File: src/rtl/counter_cmd_arbiter_if.sv
// Bus between counter_cmd_arbiter and its two requesters plus the shared counter.
// master: requester/counter side; slave: the arbiter.
interface counter_cmd_arbiter_if #(
   parameter int unsigned WIDTH = 4
);
   logic             req0;
   logic [1:0]       cmd0;
   logic [WIDTH-1:0] arg0;
   logic             gnt0;
   logic             done0;
   logic             req1;
   logic [1:0]       cmd1;
   logic [WIDTH-1:0] arg1;
   logic             gnt1;
   logic             done1;
   logic             cnt_en;
   logic             cnt_dir;
   logic             cnt_load;
   logic [WIDTH-1:0] cnt_data;
   logic [WIDTH-1:0] cnt_out;
   logic             sat;
   logic             busy;
   logic             err;

   modport master (
      output req0, cmd0, arg0, req1, cmd1, arg1, cnt_out,
      input  gnt0, done0, gnt1, done1, cnt_en, cnt_dir, cnt_load, cnt_data,
             sat, busy, err
   );

   modport slave (
      input  req0, cmd0, arg0, req1, cmd1, arg1, cnt_out,
      output gnt0, done0, gnt1, done1, cnt_en, cnt_dir, cnt_load, cnt_data,
             sat, busy, err
   );
endinterface

File: src/rtl/counter_cmd_arbiter.sv
// Two-requester arbiter sequencing LOAD/UP/DOWN commands onto a saturating counter,
// with a shadow count for bound enforcement and mismatch detection.
// Optional ARB_FIXED_PRIO_EN: requester 0 always wins ties (default is round-robin).
module counter_cmd_arbiter #(
   parameter int unsigned WIDTH   = 4,
   parameter int unsigned MAX_VAL = 12
) (
   input logic                  clk,
   input logic                  rst,
   counter_cmd_arbiter_if.slave bus
);

   localparam logic [WIDTH-1:0] MAX_W    = WIDTH'(MAX_VAL);
   localparam logic [1:0]       CMD_LOAD = 2'b00;
   localparam logic [1:0]       CMD_UP   = 2'b01;
   localparam logic [1:0]       CMD_DOWN = 2'b10;

   typedef enum logic [1:0] {S_IDLE, S_GRANT, S_RUN, S_DONE} state_e;

   state_e           state_q, state_d;
   logic             owner_q, owner_d;
   logic             last_q, last_d;
   logic [1:0]       cmd_q, cmd_d;
   logic [WIDTH-1:0] arg_q, arg_d;
   logic [WIDTH-1:0] load_val_q, load_val_d;
   logic [WIDTH-1:0] rem_q, rem_d;
   logic [WIDTH-1:0] shadow_q, shadow_d;
   logic             sat_flag_q, sat_flag_d;
   logic             err_q, err_d;
   logic             gnt0_q, gnt0_d, gnt1_q, gnt1_d;
   logic             done0_q, done0_d, done1_q, done1_d;
   logic             cnt_en_q, cnt_en_d, cnt_dir_q, cnt_dir_d, cnt_load_q, cnt_load_d;
   logic [WIDTH-1:0] cnt_data_q, cnt_data_d;
   logic             sat_q, sat_d;
   logic             busy_q, busy_d;
   logic             pick;

   function automatic logic at_bound(input logic [1:0] cmd, input logic [WIDTH-1:0] val);
      return (cmd == CMD_UP) ? (val == MAX_W) : (val == '0);
   endfunction

   always_ff @(posedge clk or negedge rst) begin
      if (!rst) begin
         state_q    <= S_IDLE;
         owner_q    <= 1'b0;
         last_q     <= 1'b1;
         cmd_q      <= '0;
         arg_q      <= '0;
         load_val_q <= '0;
         rem_q      <= '0;
         shadow_q   <= '0;
         sat_flag_q <= 1'b0;
         err_q      <= 1'b0;
         gnt0_q     <= 1'b0;
         gnt1_q     <= 1'b0;
         done0_q    <= 1'b0;
         done1_q    <= 1'b0;
         cnt_en_q   <= 1'b0;
         cnt_dir_q  <= 1'b0;
         cnt_load_q <= 1'b0;
         cnt_data_q <= '0;
         sat_q      <= 1'b0;
         busy_q     <= 1'b0;
      end else begin
         state_q    <= state_d;
         owner_q    <= owner_d;
         last_q     <= last_d;
         cmd_q      <= cmd_d;
         arg_q      <= arg_d;
         load_val_q <= load_val_d;
         rem_q      <= rem_d;
         shadow_q   <= shadow_d;
         sat_flag_q <= sat_flag_d;
         err_q      <= err_d;
         gnt0_q     <= gnt0_d;
         gnt1_q     <= gnt1_d;
         done0_q    <= done0_d;
         done1_q    <= done1_d;
         cnt_en_q   <= cnt_en_d;
         cnt_dir_q  <= cnt_dir_d;
         cnt_load_q <= cnt_load_d;
         cnt_data_q <= cnt_data_d;
         sat_q      <= sat_d;
         busy_q     <= busy_d;
      end
   end

   always_comb begin
      state_d    = state_q;
      owner_d    = owner_q;
      last_d     = last_q;
      cmd_d      = cmd_q;
      arg_d      = arg_q;
      load_val_d = load_val_q;
      rem_d      = rem_q;
      shadow_d   = shadow_q;
      sat_flag_d = sat_flag_q;
      pick       = 1'b0;

`ifdef ARB_FIXED_PRIO_EN
      pick = !bus.req0;
`else
      pick = (bus.req0 && bus.req1) ? !last_q : !bus.req0;
`endif

      case (state_q)
         S_IDLE: begin
            if (bus.req0 || bus.req1) begin
               owner_d    = pick;
               cmd_d      = pick ? bus.cmd1 : bus.cmd0;
               arg_d      = pick ? bus.arg1 : bus.arg0;
               sat_flag_d = 1'b0;
               state_d    = S_GRANT;
            end
         end
         S_GRANT: begin
            last_d     = owner_q;
            load_val_d = (arg_q > MAX_W) ? MAX_W : arg_q;
            case (cmd_q)
               CMD_UP, CMD_DOWN: rem_d = arg_q;
               CMD_LOAD:         rem_d = WIDTH'(1);
               default:          rem_d = '0;
            endcase
            state_d = S_RUN;
         end
         S_RUN: begin
            state_d = S_DONE;
            case (cmd_q)
               CMD_LOAD: begin
                  shadow_d = load_val_q;
                  rem_d    = '0;
               end
               CMD_UP, CMD_DOWN: begin
                  if (rem_q != '0) begin
                     if (at_bound(cmd_q, shadow_q)) begin
                        sat_flag_d = 1'b1;
                     end else begin
                        shadow_d = (cmd_q == CMD_UP) ? shadow_q + WIDTH'(1)
                                                     : shadow_q - WIDTH'(1);
                        rem_d    = rem_q - WIDTH'(1);
                        // Stop on exhaustion; flag sat only if steps were cut short.
                        if (rem_d != '0) begin
                           if (at_bound(cmd_q, shadow_d)) sat_flag_d = 1'b1;
                           else                           state_d    = S_RUN;
                        end
                     end
                  end
               end
               default: ;
            endcase
         end
         default: state_d = S_IDLE;
      endcase

      err_d = err_q | (((state_q == S_IDLE) || (state_q == S_DONE)) &&
                       (bus.cnt_out != shadow_q));

      // Registered outputs are decoded from the upcoming state so they align with it.
      gnt0_d     = (state_d == S_GRANT) && !owner_d;
      gnt1_d     = (state_d == S_GRANT) &&  owner_d;
      done0_d    = (state_d == S_DONE)  && !owner_d;
      done1_d    = (state_d == S_DONE)  &&  owner_d;
      sat_d      = (state_d == S_DONE)  && sat_flag_d;
      busy_d     = (state_d != S_IDLE);
      cnt_en_d   = 1'b0;
      cnt_dir_d  = 1'b0;
      cnt_load_d = 1'b0;
      cnt_data_d = '0;
      if (state_d == S_RUN) begin
         case (cmd_d)
            CMD_LOAD: begin
               cnt_en_d   = 1'b1;
               cnt_load_d = 1'b1;
               cnt_data_d = load_val_d;
            end
            CMD_UP, CMD_DOWN: begin
               cnt_en_d  = (rem_d != '0) && !at_bound(cmd_d, shadow_d);
               cnt_dir_d = cnt_en_d && (cmd_d == CMD_UP);
            end
            default: ;
         endcase
      end
   end

   assign bus.gnt0     = gnt0_q;
   assign bus.gnt1     = gnt1_q;
   assign bus.done0    = done0_q;
   assign bus.done1    = done1_q;
   assign bus.cnt_en   = cnt_en_q;
   assign bus.cnt_dir  = cnt_dir_q;
   assign bus.cnt_load = cnt_load_q;
   assign bus.cnt_data = cnt_data_q;
   assign bus.sat      = sat_q;
   assign bus.busy     = busy_q;
   assign bus.err      = err_q;

endmodule

File: src/flat_wrapper.sv
// flat-port wrapper written by rule: the top's interface ports become plain ports
module counter_cmd_arbiter_flat 
#(
   parameter int unsigned WIDTH   = 4,
   parameter int unsigned MAX_VAL = 12
)
  (clk, rst, bus_req0, bus_cmd0, bus_arg0, bus_req1, bus_cmd1, bus_arg1, bus_cnt_out, bus_gnt0, bus_done0, bus_gnt1, bus_done1, bus_cnt_en, bus_cnt_dir, bus_cnt_load, bus_cnt_data, bus_sat, bus_busy, bus_err);
  counter_cmd_arbiter_if #(.WIDTH(WIDTH)) bus_i ();
  input logic clk;
  input logic rst;
  input wire logic [$bits(bus_i.req0)-1:0] bus_req0;
  input wire logic [$bits(bus_i.cmd0)-1:0] bus_cmd0;
  input wire logic [$bits(bus_i.arg0)-1:0] bus_arg0;
  input wire logic [$bits(bus_i.req1)-1:0] bus_req1;
  input wire logic [$bits(bus_i.cmd1)-1:0] bus_cmd1;
  input wire logic [$bits(bus_i.arg1)-1:0] bus_arg1;
  input wire logic [$bits(bus_i.cnt_out)-1:0] bus_cnt_out;
  output wire logic [$bits(bus_i.gnt0)-1:0] bus_gnt0;
  output wire logic [$bits(bus_i.done0)-1:0] bus_done0;
  output wire logic [$bits(bus_i.gnt1)-1:0] bus_gnt1;
  output wire logic [$bits(bus_i.done1)-1:0] bus_done1;
  output wire logic [$bits(bus_i.cnt_en)-1:0] bus_cnt_en;
  output wire logic [$bits(bus_i.cnt_dir)-1:0] bus_cnt_dir;
  output wire logic [$bits(bus_i.cnt_load)-1:0] bus_cnt_load;
  output wire logic [$bits(bus_i.cnt_data)-1:0] bus_cnt_data;
  output wire logic [$bits(bus_i.sat)-1:0] bus_sat;
  output wire logic [$bits(bus_i.busy)-1:0] bus_busy;
  output wire logic [$bits(bus_i.err)-1:0] bus_err;
  assign bus_i.req0 = bus_req0;
  assign bus_i.cmd0 = bus_cmd0;
  assign bus_i.arg0 = bus_arg0;
  assign bus_i.req1 = bus_req1;
  assign bus_i.cmd1 = bus_cmd1;
  assign bus_i.arg1 = bus_arg1;
  assign bus_i.cnt_out = bus_cnt_out;
  assign bus_gnt0 = bus_i.gnt0;
  assign bus_done0 = bus_i.done0;
  assign bus_gnt1 = bus_i.gnt1;
  assign bus_done1 = bus_i.done1;
  assign bus_cnt_en = bus_i.cnt_en;
  assign bus_cnt_dir = bus_i.cnt_dir;
  assign bus_cnt_load = bus_i.cnt_load;
  assign bus_cnt_data = bus_i.cnt_data;
  assign bus_sat = bus_i.sat;
  assign bus_busy = bus_i.busy;
  assign bus_err = bus_i.err;
  counter_cmd_arbiter #(.WIDTH(WIDTH), .MAX_VAL(MAX_VAL)) u_core (.clk(clk), .rst(rst), .bus(bus_i));
endmodule
File: config.mk
export PLATFORM = sky130hd
export DESIGN_NAME = counter_cmd_arbiter_flat
export DESIGN_NICKNAME = d
export VERILOG_FILES = /design/src/rtl/counter_cmd_arbiter_if.sv /design/src/rtl/counter_cmd_arbiter.sv /design/src/flat_wrapper.sv
export SDC_FILE = /design/constraint.sdc
export NUM_CORES = 1
export LEC_CHECK = 0
export CAP_MARGIN = 20
export CORE_MARGIN = 2
export CORE_UTILIZATION = 50
export DETAILED_ROUTE_END_ITERATION = 7
export GPL_TIMING_DRIVEN = 0
export PLACE_DENSITY = 0.78
export SETUP_SLACK_MARGIN = 0.05
export SLEW_MARGIN = 10
export SYNTH_ARGS = -nofsm -noshare
export SYNTH_HDL_FRONTEND = slang
export SYNTH_SLANG_ARGS = --single-unit
File: constraint.sdc
create_clock -name clk -period 3.6 [get_ports clk]
set_clock_uncertainty 0.2 [all_clocks]
set_input_delay 0.54 -clock clk [delete_from_list [all_inputs] [get_ports clk]]
set_output_delay 0.54 -clock clk [all_outputs]
set_load 0.02 [all_outputs]
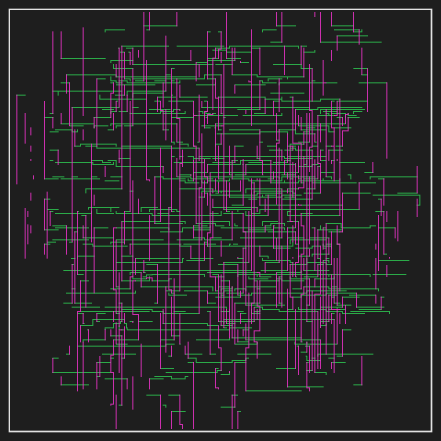
**Above:** run 1 (routed metal, one color a layer).
(6 px per um) Two of the layers only.
color	layer	wire length
magenta	met2	2090 um
green	met1	2040 um

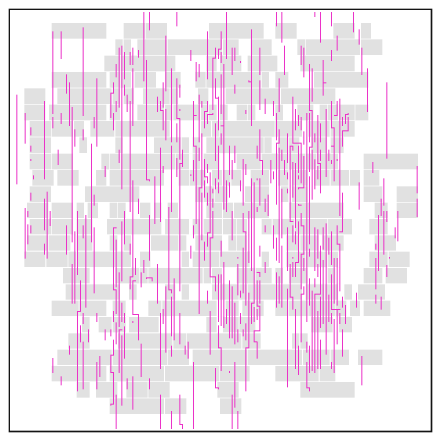
**Above:** run 1 (the metal 2 layer).
(6 px per um) Cells faint in the background.
wire length on this layer	2090 um
nets with wire on the layer	229
share of all routed wire	47%
longest straight run	34.7 um
Total Routed Length: 4430 um
met2 capacity usage during global routing: 30.2%
Via Count: 1724

==> run notes, run 1 <==
The synthesized design devotes to its leading area cell type 41.2% of total area. The number of buffers inserted by post-CTS setup repair is 0. After the last flow step, the layout net total stands at 294.

TritonCTS built the clock tree. In this run the standard cell core region covers 4290 um2. Buffers inserted during clock tree synthesis total 5. For the pre-CTS setup slack, the log shows 167 ps. On the final layout, the worst hold slack is 118 ps. The transition time at the pin with the least slew margin came out at 785 ps. The logs give 0 ps for the final setup TNS and 218 for the post-synthesis cell count. The iteration count recorded for the first detailed-route pass is 4.

The run gives 7500 um as the wire length of the first global-routing pass. The commonest cells after synthesis are sky130_fd_sc_hd__dfrtp_1, sky130_fd_sc_hd__inv_1, sky130_fd_sc_hd__nand2_1, sky130_fd_sc_hd__ha_1, sky130_fd_sc_hd__o21ai_0. Routability-driven placement finished with a final weighted congestion of 0.937. The violation tally from detailed-route iteration zero was 142; the initial antenna violation count was 0.

The run gives 42.4% as the portion of the post-synthesis area used by sequential elements. STA classifies the critical path startpoint as a register. Setup repair after global routing left no endpoint under its margin. Filler cell count in the final layout: 363. The number of warning messages in the yosys log is 0. The number of global-route vias before repair came out at 1621. The number of placed instances with taps included was 303. The post-route netlist has 10.0% of its cells at a drive strength greater than 1. For the top achievable clock speed, the log shows 0.314 GHz. The worst setup path is captured at a register. Listed in order, past its start point the critical path passes inv_1, ha_1, inv_1, ha_1, nand3_1, and3_1, o211a_1, a211oi_1, o21ai_1, a21oi_1, and3_1. The flow ran to the end, and the final reports show no timing, DRC or antenna violations. The reg2reg setup slack came out at 410 ps. The critical path is of the reg2reg type.

Summing all multi-input logic gate instances after layout gives 1140 um2. A synthesized cell averages 10.0 um2. The residual overflow from global routing was 0.

The power density over the cells is 894 nW/um2. After synthesis, the cell types taking the most area are sky130_fd_sc_hd__dfrtp_1, sky130_fd_sc_hd__ha_1, sky130_fd_sc_hd__inv_1, sky130_fd_sc_hd__nand2_1, sky130_fd_sc_hd__xnor2_1. Total power draw: 2.38 mW. For the worst flop-to-flop path, the logic depth is 11.

For the number of hold buffers added after cts, the log shows 0. With the share of flip-flops with an asynchronous set or reset after synthesis at 100%, the number of failing setup endpoints in the final timing report is 0. In the Yosys report the total cell count is 218.

Summed over all instances, the cell type with the most area after synthesis is sky130_fd_sc_hd__dfrtp_1. 34 I/O pins were placed. IR analysis of the VDD net gives a maximum drop of 387 uV.
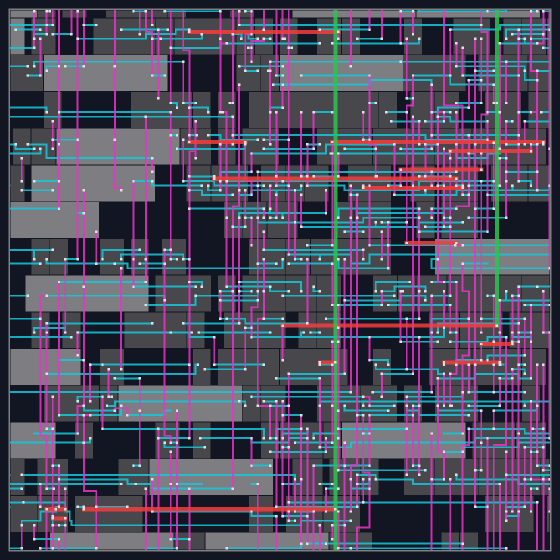
**Above:** run 1 (layout detail).
Region (15, 15) to (55, 55) um. Cells in gray, sequential cells in the stronger gray; small squares are vias.
color	layer
magenta	met2
green	met4
cyan	met1
red	met3
most frequent	nand2_1 (17), inv_1 (12), dfrtp_1 (11)
sequential cells in the window	11
netlist names of flops here include	u_core.arg_q (3), u_core.load_val_q (3), u_core.rem_q (2)
cells with their middle in the window	135

[run 1: layer usage]
layer / part of all wire, % / vias to the layer above / track usage [%]
met5: 0 / - / 0
met4: 2.1 / 0 / 8.55
met3: 4.5 / 6 / 3.46
met2: 47 / 48 / 30.2
met1: 46 / 816 / 26.8
li1: - / 854 / -
[run 1: power breakdown]
part | switching (mW) | internal, mW
logic | 0.825 | 0.586
registers | 0.122 | 0.570
clock network | 0.138 | 0.136
[run 1: registers in the layout, summed over array words and instances (netlist names), 2 cells and up]
name and flops:
u_core.cmd_q 2, u_core.load_val_q 4, u_core.rem_q 4, u_core.state_q 2
u_core.shadow_q 4, u_core.bus.cnt_data 4, u_core.arg_q 4
[run 1: cell families (layout without fill, tap and decap cells)]
group                    Yosys count  count (layout)  synth area share, %
adder cells (fa/ha/maj)           16              16                 9.50
AND-OR/OR-AND                     55              55                 18.8
XOR/XNOR                           8               8                 3.21
flip-flops                        37              37                 42.4
AND/OR/NAND/NOR                   63              63                 15.9
multiplexers                      10              10                 4.81
buffers and inverters             29              70                 5.44
[run 1: metrics by stage]
step | utilization [%] | instance area [um2]
finish | 61.9 | 2660
global route | 61.9 | 2660
CTS | 61.9 | 2660
detailed placement | 60.0 | 2580
global placement | 60.1 | 2580
floorplan | - | 2190
[run 1: layout make-up]
class / count / area share (%)
sequential: 37 / 34.9
buffer: 6 / 1.22
inverter: 23 / 3.25
clock inverter: 1 / 0.188
tap: 52 / 2.45
multi-input combinational: 152 / 42.9
clock buffer: 7 / 2.87
timing repair buffer: 33 / 12.2
**Run 1: ports around the boundary**

(6 px per um) Pins as bars across the die edge, other pins in gray.
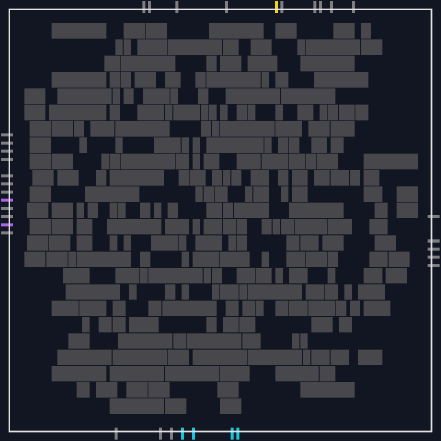

==> run 2, diff against run 1 <==
Settings changed: CORE_MARGIN 2 to 4.
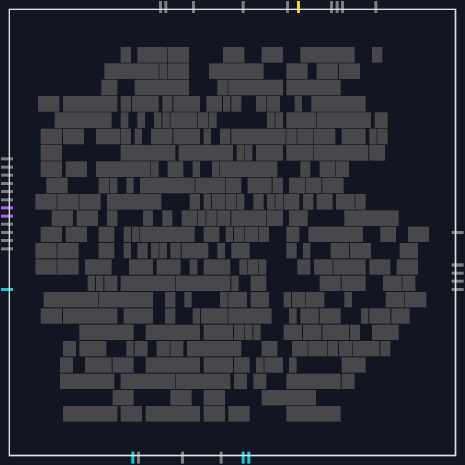
**Above:** run 2 (ports around the boundary).
(6 px per um) Pins as bars across the die edge, other pins in gray.
color	port	pins	direction	edge
cyan	bus_cnt_data	4	output	3 bottom, 1 left
purple	bus_cmd1	2	input	left
yellow	bus_done0	1	output	top
Die H: 74.1 um
chip width: 74.1 um
input/output buffers: 33

==> run notes, run 2 <==
The tools report the pre-CTS setup slack as 151 ps (-16.2 ps). The biggest area contributor in the post-synthesis netlist is sky130_fd_sc_hd__dfrtp_1. Per the GRT log, the top usage layer is met2. The last weighted congestion value of the routability-driven placer came out at 0.896 (-4.4%).

The run gives 0 (unchanged) for the number of buffers inserted by post-CTS setup repair. With the number of warning messages in the yosys log at 0 (unchanged), the met3 routed wirelength is 228 um (+15%). For the core area, the log shows 4120 um2 (-4.2%). The post-synthesis cell count from yosys was 218 (unchanged).

The run gives 2570 um2 (about the same) as the placed instance area. The logs give 133 ps (+14.2 ps) for the worst hold slack across all endpoints and 29.1% (about the same) for the part of the power in registers. The amount of wire on met2 after detailed routing is 2030 um (-3.1%), and the number of nets in the final layout is 294 (unchanged). The run finished with clean final reports. The mean post-synth cell area works out to 10.0 um2 (unchanged). The run gives 0 (unchanged) for the number of failing setup endpoints in the final timing report.

The violation tally from detailed-route iteration zero is 130 (-8.5%), and the summed area of non-filler cells in the final layout is 2660 um2 (about the same). The area share of the leading cell type in the synthesized netlist was 41.2% (unchanged). The switching power share of the total is 45.2% (-0.43 points), and the number of hold buffers added after cts is 0 (unchanged). The tools report the element type at the critical path start as a register.

Reg2reg setup slack: 360 ps (-50 ps). The run gives 5 (unchanged) for the CTS buffer count. For the post-synthesis cell count, the log shows 218 (unchanged).

The worst-case vdd ir drop came out at 493 uV (+28%). The portion of the post-synthesis area used by sequential elements came out at 42.4% (unchanged). The run gives 897 nW/um2 (+0.31%) for the power density over the cells. The logs give 28.3% (-1.8 points) for the global routing usage on met2 and 34 (unchanged) for the number of I/O pins. The initial antenna violation count was 0 (unchanged); the utilization after layout was 64.6% (+2.8 points). The number of placed instances with taps included was 301 (-0.66%); the total via count after detailed routing was 1725 (+0.058%). The logs give 1.31 mW (+1.2%) for the internal power of the cells and 0 ps (unchanged) for the final setup TNS. The category of the worst setup path capture point is a register. The met3 global-route usage came out at 5.27% (+1.8 points). Setup repair after global routing left no endpoint under its margin. The net switching power came out at 1.08 mW (-0.55%). The iteration tally of the first detailed-router pass was 4 (unchanged). Highest metal layer with signal wires: met4.

The run gives 100% (unchanged) for the share of flip-flops with an asynchronous set or reset after synthesis. TritonCTS built the clock tree. The transition time at the pin with the least slew margin is 793 ps (+8.55 ps), and the fraction of final layout cells sized beyond drive strength 1 is 10.1% (+0.039 points).
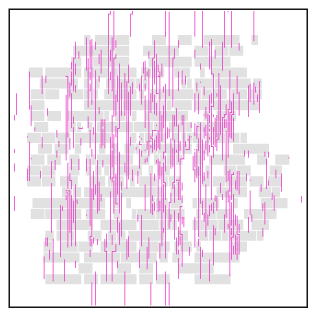
**Above:** run 2 (the metal 2 layer).
(4 px per um) Cells faint in the background.
longest straight run	26.9 um
nets with wire on the layer	235
share of all routed wire	46%
wire length on this layer	2030 um
main direction	vertical

-- run 2: cell counts after synthesis --
No cell type changed its count.
-- run 2: final cells by class --
type,count,area (um2),share of cell area [%]
Multi-Input combinational cell,152,1140,42.9
Timing Repair Buffer,33,325,12.2
Tap cell,50,62.6,2.35
Clock buffer,7,86.3,3.25
Inverter,23,86.3,3.25
Buffer,6,32.5,1.22
Sequential cell,37,927,34.9
-- run 2: kinds of logic (layout without fill, tap and decap cells) --
| family | Yosys count | after routing | synth area share [%] |
|---|---|---|---|
| XOR/XNOR | 8 | 8 | 3.21 |
| adder cells (fa/ha/maj) | 16 | 16 | 9.50 |
| AND/OR/NAND/NOR | 63 | 63 | 15.9 |
| AND-OR/OR-AND | 55 | 55 | 18.8 |
| multiplexers | 10 | 10 | 4.81 |
| flip-flops | 37 | 37 | 42.4 |
| buffers and inverters | 29 | 69 | 5.44 |
-- run 2: worst min-delay path by stage --
stage / endpoint / slack [ps] / depth (start not counted)
after floorplan: u_core.arg_q[0]$_DFFE_PN0P_ / 40 / 0
after global placement: u_core.bus.err$_DFF_PN0_ / 240 / 1
after detailed placement: u_core.bus.err$_DFF_PN0_ / 250 / 1
after CTS: u_core.bus.busy$_DFF_PN0_ / 160 / 1
after global routing: u_core.bus.busy$_DFF_PN0_ / 210 / 1
final: u_core.bus.busy$_DFF_PN0_ / 130 / 1
-- run 2: power groups by stage --
stage / Sequential (mW) / Clock [mW] / Combinational [mW]
final: 0.694 / 0.287 / 1.40
after detailed placement: 0.701 / 0 / 1.39
after global placement: 0.696 / 0 / 1.38
after global routing: 0.717 / 0.317 / 1.57
after CTS: 0.694 / 0.297 / 1.40
after floorplan: 0.708 / 0 / 1.01
**Run 2: routed metal, one color a layer**

(4 px per um) Two of the layers only.
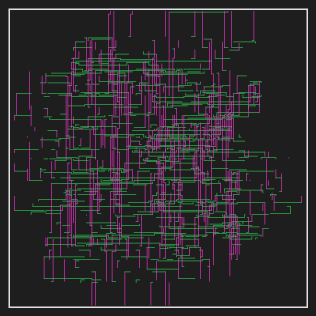

==> run 3, diff against run 2 <==
Settings changed: CORE_ASPECT_RATIO from default to 0.75, SLEW_MARGIN 10 to default.
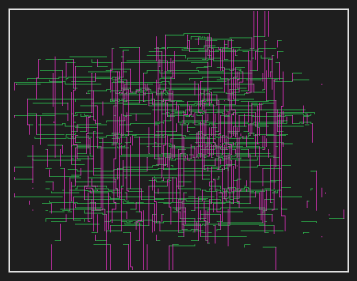
**Above:** run 3 (routed metal, one color a layer).
(4 px per um) Two of the layers only.
Via Count: 1755
routed length per instance: 15.1 um
Total Routed Length: 4750 um

==> run notes, run 3 <==
The transition time at the pin with the least slew margin was 797 ps (+3.99 ps). The run gives 33 (unchanged) for the tally of buffers added on design ports. The post-synthesis cell count is 218 (unchanged). The post-synthesis cell count from yosys came out at 218 (unchanged). Pre-CTS setup slack: 121 ps (-29.5 ps). For the number of placed instances with taps included, the log shows 306 (+1.7%). Setup repair after global routing left no endpoint under its margin. The fraction of synthesized area in multiplexers was 4.81% (unchanged). For the number of failing setup endpoints in the final timing report, the log shows 0 (unchanged). The utilization after layout came out at 64.8% (+0.12 points).

The area share of the leading cell type in the synthesized netlist is 41.2% (unchanged). The fraction of final layout cells sized beyond drive strength 1 was 10.4% (+0.35 points). The run gives 3.21% (unchanged) for the post-synthesis share of cell area spent on xor and xnor gates. The portion of the post-synthesis area used by sequential elements was 42.4% (unchanged).

Number of nets in the final layout: 294 (unchanged). The overall die width works out to 84.3 um (+14%). The run finished with clean final reports. The die height was 65.3 um (-12%); the last weighted congestion value of the routability-driven placer was 0.969 (+8.1%). STA classifies the critical path startpoint as a primary input.
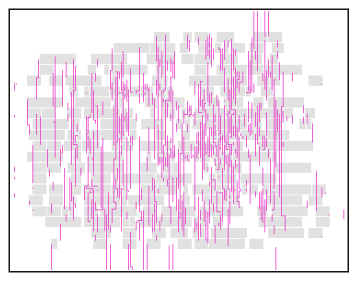
**Above:** run 3 (the metal 2 layer).
(4 px per um) Cells faint in the background.
met2 capacity usage during global routing: 28.3%

-- run 3: netlist changes by cell type in the layout (fill, tap and decap cells not counted) --
cell                         previous run  this run
sky130_fd_sc_hd__clkinvlp_4             0         1
-- run 3: worst paths after layout --
path                                                         end                       from  slack, ps  cells past startpoint
max in group asynchronous           u_core.shadow_q[2]$_DFF_PN0_                        rst       2570                      1
worst max register to register  u_core.bus.cnt_data[3]$_DFF_PN0_  u_core.cmd_q[1]$_DFF_PN0_        430                     11
worst max-delay path                 u_core.bus.cnt_en$_DFF_PN0_                   bus_req1        420                     11
min in group clk                        u_core.bus.err$_DFF_PN0_   u_core.bus.err$_DFF_PN0_        260                      1
worst min-delay path              u_core.load_val_q[0]$_DFF_PN0_                        rst        130                      1
worst min register to register          u_core.bus.err$_DFF_PN0_   u_core.bus.err$_DFF_PN0_        260                      1
-- run 3: layout make-up --
| class | count | area (um2) |
|---|---|---|
| Fill cell | 351 | 1460 |
| Multi-Input combinational cell | 152 | 1140 |
| Sequential cell | 37 | 927 |
| Timing Repair Buffer | 33 | 325 |
| Clock buffer | 7 | 86.3 |
| Inverter | 23 | 86.3 |
| Tap cell | 55 | 68.8 |
| Buffer | 6 | 32.5 |
| Clock inverter | 1 | 7.51 |
-- run 3: cell families after synthesis --
logic type      Yosys count
simple gates             63
flops                    37
mux                      10
fa+ha+maj                16
compound gates           55
xor+xnor                  8
buf+inv                  29
-- run 3: where the power goes --
part	switching, mW	internal (mW)
combinational	0.832	0.586
clock	0.149	0.155
sequential	0.131	0.570
-- run 3: metal layers --
metal / up-vias / global-route usage, %
met4: 0 / 7.91
met2: 49 / 28.3
li1: 859 / -
met3: 8 / 4.14
met1: 839 / 25.5
met5: - / 0

==> screenshots <==
Placed standard cells.
(a)
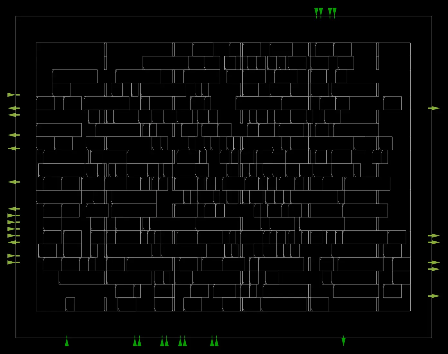
(b)
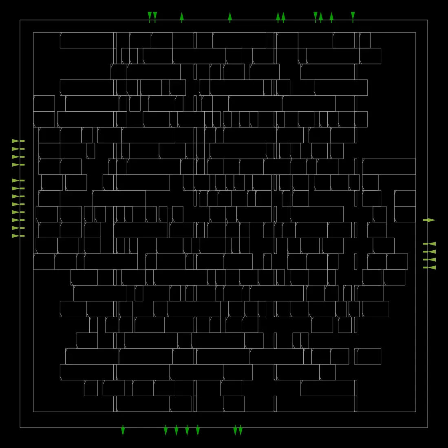
run 1 -> (b)
run 3 -> (a)

Power and IR drop assume default switching activity.
